`src/rtl/reg_bank_arb_pkg.sv`:
```
// -----------------------------------------------------------------------------
// reg_bank_arb_pkg
// Shared types and helpers for the register-bank write arbiter.
//   state_e  : arbiter FSM state encoding (ST_IDLE / ST_WRITE)
//   rr_next  : (idx + 1) mod n, written as an explicit compare so that any
//              requester count works, not only powers of two
// -----------------------------------------------------------------------------
package reg_bank_arb_pkg;

    typedef enum logic {
        ST_IDLE  = 1'b0,
        ST_WRITE = 1'b1
    } state_e;

    function automatic int unsigned rr_next(input int unsigned idx,
                                            input int unsigned n);
        if (idx == n - 1) begin
            return 0;
        end
        return idx + 1;
    endfunction

endpackage

```
`src/rtl/rr_arbiter.sv`:
```
// -----------------------------------------------------------------------------
// rr_arbiter
// Purely combinational round-robin search. Scans i_ptr, i_ptr+1, ... with
// wrap modulo REQ_NUM; the first requester with its request high wins.
// Ports:
//   i_req    [REQ_NUM-1:0]  request vector
//   i_ptr    [IDX_W-1:0]    search start index (must be < REQ_NUM)
//   o_onehot [REQ_NUM-1:0]  one-hot winner, zero when no request
//   o_idx    [IDX_W-1:0]    winner index, zero when no request
//   o_valid                 at least one request present
// -----------------------------------------------------------------------------
module rr_arbiter #(
    parameter int unsigned REQ_NUM = 4,
    parameter int unsigned IDX_W   = $clog2(REQ_NUM)
) (
    input  logic [REQ_NUM-1:0] i_req,
    input  logic [IDX_W-1:0]   i_ptr,
    output logic [REQ_NUM-1:0] o_onehot,
    output logic [IDX_W-1:0]   o_idx,
    output logic               o_valid
);

    // One extra bit so ptr + offset never overflows before the wrap compare.
    localparam logic [IDX_W:0] N_W = (IDX_W + 1)'(REQ_NUM);

    always_comb begin : p_search
        logic [IDX_W:0] w_sum;
        o_onehot = '0;
        o_idx    = '0;
        o_valid  = 1'b0;
        w_sum    = '0;
        for (int unsigned i = 0; i < REQ_NUM; i++) begin
            w_sum = {1'b0, i_ptr} + (IDX_W + 1)'(i);
            if (w_sum >= N_W) begin
                w_sum = w_sum - N_W;
            end
            if (!o_valid && i_req[w_sum[IDX_W-1:0]]) begin
                o_valid                     = 1'b1;
                o_idx                       = w_sum[IDX_W-1:0];
                o_onehot[w_sum[IDX_W-1:0]]  = 1'b1;
            end
        end
    end

endmodule

```
`src/rtl/reg_bank_arbiter.sv`:
```
// -----------------------------------------------------------------------------
// reg_bank_arbiter
// Round-robin write arbiter for a small register bank shared by REQ_NUM
// requesters, with a registered read port.
// IDLE picks a winner; WRITE raises gnt_o/busy_o for one cycle and commits the
// winner's address/data at the closing edge, then returns to IDLE.
// Ports:
//   clk_i      clock, rising edge
//   s_rst_i    synchronous active-high reset
//   req_i      [REQ_NUM]              per-requester write request (level)
//   addr_i     [REQ_NUM*ADDR_WIDTH]   per-requester word address
//   data_i     [REQ_NUM*DATA_WIDTH]   per-requester write data
//   lock_i     [REQ_NUM]              grant lock (only with REG_BANK_ARB_LOCK_EN)
//   gnt_o      [REQ_NUM]              registered one-hot acknowledge
//   busy_o                            high in WRITE
//   rd_addr_i  [ADDR_WIDTH]           read address
//   rd_data_o  [DATA_WIDTH]           registered read data (read-before-write)
// Optional feature macro: REG_BANK_ARB_LOCK_EN
// -----------------------------------------------------------------------------
module reg_bank_arbiter
    import reg_bank_arb_pkg::*;
#(
    parameter int unsigned REQ_NUM    = 4,
    parameter int unsigned DATA_WIDTH = 8,
    parameter int unsigned ADDR_WIDTH = 2
) (
    input  logic                          clk_i,
    input  logic                          s_rst_i,
    input  logic [REQ_NUM-1:0]            req_i,
    input  logic [REQ_NUM*ADDR_WIDTH-1:0] addr_i,
    input  logic [REQ_NUM*DATA_WIDTH-1:0] data_i,
`ifdef REG_BANK_ARB_LOCK_EN
    input  logic [REQ_NUM-1:0]            lock_i,
`endif
    output logic [REQ_NUM-1:0]            gnt_o,
    output logic                          busy_o,
    input  logic [ADDR_WIDTH-1:0]         rd_addr_i,
    output logic [DATA_WIDTH-1:0]         rd_data_o
);

    localparam int unsigned IDX_W = $clog2(REQ_NUM);
    localparam int unsigned DEPTH = 1 << ADDR_WIDTH;

    state_e                r_state, w_state_nxt;
    logic [IDX_W-1:0]      r_ptr, w_ptr_nxt;
    logic [IDX_W-1:0]      r_win, w_win_nxt;
    logic [REQ_NUM-1:0]    r_gnt, w_gnt_nxt;
    logic                  r_busy, w_busy_nxt;
    logic [DATA_WIDTH-1:0] r_bank [DEPTH];
    logic [DATA_WIDTH-1:0] r_rd;

    logic [REQ_NUM-1:0]    w_arb_onehot;
    logic [IDX_W-1:0]      w_arb_idx;
    logic                  w_arb_valid;
    logic                  w_we;
    logic [ADDR_WIDTH-1:0] w_waddr;
    logic [DATA_WIDTH-1:0] w_wdata;
    logic                  w_lock;

    rr_arbiter #(
        .REQ_NUM (REQ_NUM),
        .IDX_W   (IDX_W)
    ) u_rr (
        .i_req    (req_i),
        .i_ptr    (r_ptr),
        .o_onehot (w_arb_onehot),
        .o_idx    (w_arb_idx),
        .o_valid  (w_arb_valid)
    );

    // Winner's address/data/lock are taken live at the WRITE-closing edge,
    // not captured at arbitration.
    always_comb begin
        w_waddr = '0;
        w_wdata = '0;
        w_lock  = 1'b0;
        for (int unsigned k = 0; k < REQ_NUM; k++) begin
            if (r_win == IDX_W'(k)) begin
                w_waddr = addr_i[k*ADDR_WIDTH +: ADDR_WIDTH];
                w_wdata = data_i[k*DATA_WIDTH +: DATA_WIDTH];
`ifdef REG_BANK_ARB_LOCK_EN
                w_lock  = lock_i[k];
`endif
            end
        end
    end

    always_comb begin
        w_state_nxt = r_state;
        w_ptr_nxt   = r_ptr;
        w_win_nxt   = r_win;
        w_gnt_nxt   = '0;
        w_busy_nxt  = 1'b0;
        w_we        = 1'b0;
        case (r_state)
            ST_IDLE: begin
                if (w_arb_valid) begin
                    w_state_nxt = ST_WRITE;
                    w_win_nxt   = w_arb_idx;
                    w_gnt_nxt   = w_arb_onehot;
                    w_busy_nxt  = 1'b1;
                end
            end
            ST_WRITE: begin
                w_we        = 1'b1;
                w_state_nxt = ST_IDLE;
                // A locked winner keeps the pointer so it is searched first again.
                w_ptr_nxt   = w_lock ? r_win
                                     : IDX_W'(rr_next(32'(r_win), REQ_NUM));
            end
            default: begin
                w_state_nxt = ST_IDLE;
            end
        endcase
    end

    always_ff @(posedge clk_i) begin
        if (s_rst_i) begin
            r_state <= ST_IDLE;
            r_ptr   <= '0;
            r_win   <= '0;
            r_gnt   <= '0;
            r_busy  <= 1'b0;
        end else begin
            r_state <= w_state_nxt;
            r_ptr   <= w_ptr_nxt;
            r_win   <= w_win_nxt;
            r_gnt   <= w_gnt_nxt;
            r_busy  <= w_busy_nxt;
        end
    end

    // Read samples the pre-edge bank contents, so a same-word write on the
    // same edge returns the old value.
    always_ff @(posedge clk_i) begin
        if (s_rst_i) begin
            for (int unsigned i = 0; i < DEPTH; i++) begin
                r_bank[i] <= '0;
            end
            r_rd <= '0;
        end else begin
            r_rd <= r_bank[rd_addr_i];
            if (w_we) begin
                r_bank[w_waddr] <= w_wdata;
            end
        end
    end

    assign gnt_o     = r_gnt;
    assign busy_o    = r_busy;
    assign rd_data_o = r_rd;

endmodule

```
`config.mk`:
```
export PLATFORM = sky130hd
export DESIGN_NAME = reg_bank_arbiter
export DESIGN_NICKNAME = d
export VERILOG_FILES = /design/src/rtl/reg_bank_arb_pkg.sv /design/src/rtl/rr_arbiter.sv /design/src/rtl/reg_bank_arbiter.sv
export SDC_FILE = /design/constraint.sdc
export NUM_CORES = 1
export LEC_CHECK = 0
export ABC_CLOCK_PERIOD_IN_PS = 2580
export CORE_MARGIN = 8
export CORE_UTILIZATION = 40
export CTS_CLUSTER_SIZE = 24
export DETAILED_ROUTE_END_ITERATION = 12
export DONT_BUFFER_PORTS = 1
export SLEW_MARGIN = 20
export SYNTH_ARGS = -nofsm -noshare
export SYNTH_HDL_FRONTEND = slang
export SYNTH_SLANG_ARGS = --single-unit
export TNS_END_PERCENT = 50
```
`constraint.sdc`:
```
create_clock -name clk_i -period 2.58 [get_ports clk_i]
set_clock_uncertainty 0.2 [all_clocks]
set_input_delay 0.516 -clock clk_i [delete_from_list [all_inputs] [get_ports clk_i]]
set_output_delay 0.516 -clock clk_i [all_outputs]
set_load 0.005 [all_outputs]
```
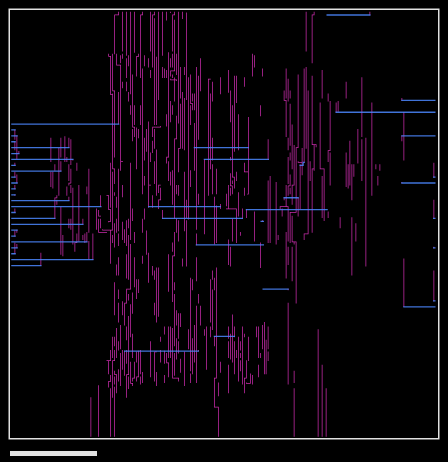
**Above:** routed metal, one color a layer.
Scale bar: 20 um. Two of the layers only.
Blue is metal 3, wire length 370 um. Magenta is metal 2, wire length 2880 um.
Routed WL per cell: 17.4 um
total track usage: 12.3%

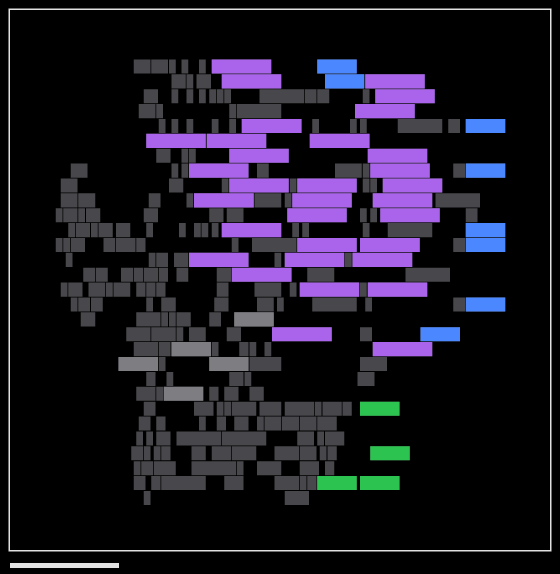
**Above:** sequential cells colored by netlist name.
Scale bar: 20 um. Other sequential cells in the stronger gray, the rest of the logic in the fainter gray.
Blue is rd_data_o, sequential cells 8. Purple is r_bank, sequential cells 32. Green is gnt_o, sequential cells 4.
Another 5 sequential cells are not colored.

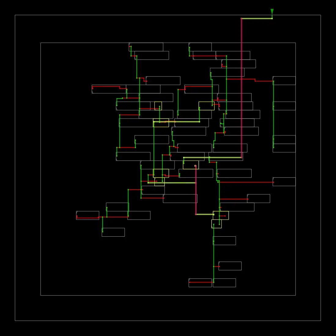
**Above:** clock nets.
clk latency late pin: 0.30 ns
CTS buffer count: 5
Clock Power: 461 uW

==> CHANGELOG.md <==
### Implementation results

* Cycle use final at a little over nine tenths
* Layout Area Growth over Synthesis at 7.68%
* Hold Path End: rd_data_o[6]$_SDFF_PP0_
* Met3 WL at around 370 um
* Yosys Warn Count at 0
* Final cell count without fillers at about 340
* Final number of setup-violating endpoints at 0
* Combinational power at between 600 and 700 uW
* Top power group: registers
* Leakage at around 0.0011 uW
* Chip area at approximately 0.01 mm^2
* IO Port Bufs at 0
* Logic cell area at around 0.0013 mm^2
* Initial antenna violation count at 0
* Chip area line of the yosys report at about 0.0027 mm^2
* Log Warnings at 34
* CTS H-tree depth at 2
* Top cells by area: edfxtp_1 (35%), dfxtp_1 (12%), mux4_2 (9.9%), nor2_1 (5.6%), ha_1 (4.6%)
* Seq cells at about 49
* Outcome: finished, final reports clean
* Syn nets at 317
* ANT nets after route at 0
* Share of cells above drive strength 1 at roughly 16%
* Routed wl met2 at 2880 um
* Maximum vdd ir drop at 0.279 mV
* Top non-seq family: simple AND/OR/NAND/NOR gates
* Largest delay contributor family on the critical path: simple AND/OR/NAND/NOR gates
* Slew @ Worst Pin at ~0.50 ns
* Post-Synthesis Cells at about 260
* Reg-to-reg endpoint: r_bank[0][3]$_SDFFCE_PN0P_
* Post-CTS Hold Buffers at 0
* Seq. cell area at 0.00130 mm^2
* Critical path data required time at about 2.5 ns
* FILL cells at about 600
* Tapcell count at about 80
* NonClk Buf Share at under 10%
* DRT met1 WL at 2680 um
* Non-clk invs at 15
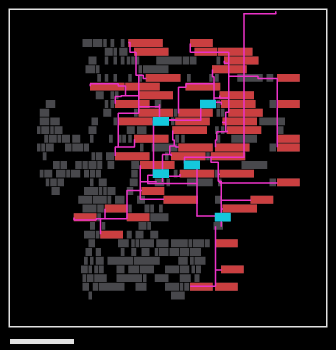
**Above:** clock wires, drivers and flops.
Scale bar: 20 um.
Magenta is clock wires, length 558 um. Cyan is clock drivers, count 5. Red is flip-flops, count 49.
There are 6 routed clock nets.
clock network power share: 23.0%

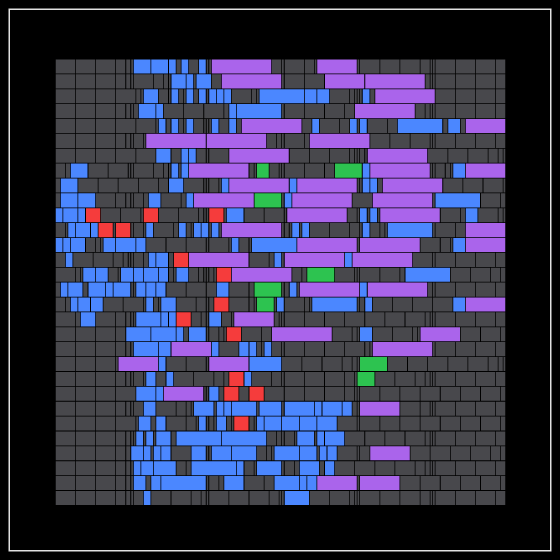
**Above:** cells colored by class.
Fill, decap, tap and diode cells in gray.
Green is clock drivers and dummy loads, cells 8. Red is other buffers and delay cells, cells 14. Blue is combinational and other logic, cells 193. Purple is flops, cells 49.
core area: 0.00672 mm^2
post-route cell area: 0.00295 mm^2
Row Count: 30

-- synth_stat cells --
library cell  count
o211ai_1          3
nor4b_2           1
o21ai_4           1
o21ai_1           2
inv_1            15
nand3b_1          2
nand2b_1          6
nor2_1           41
edfxtp_1         32
buf_2             3
o211a_1           2
nand2_1          30
ha_1             10
nand3_1           2
and2_1            1
o32ai_1           2
a21oi_1           6
a31o_2            1
dfxtp_1          17
mux4_2           12
a221oi_1          7
a22o_1            4
mux2i_1           7
a31oi_1           6
o31ai_1           7
nor3b_1           1
nor3_1            3
mux2_2            1
a21o_1            1
o21ai_0           4
nor4_1            1
nor2b_1          12
nor2b_2           1
clkbuf_1         11
buf_6             3
or3_4             1
-- registers in the layout, summed over array words and instances (netlist names) --
signal	flops
r_win	2
r_state	1
rd_data_o	8
gnt_o	4
r_bank	32
r_ptr	2
No activity file was given, so power comes from the tool's default toggle rates.
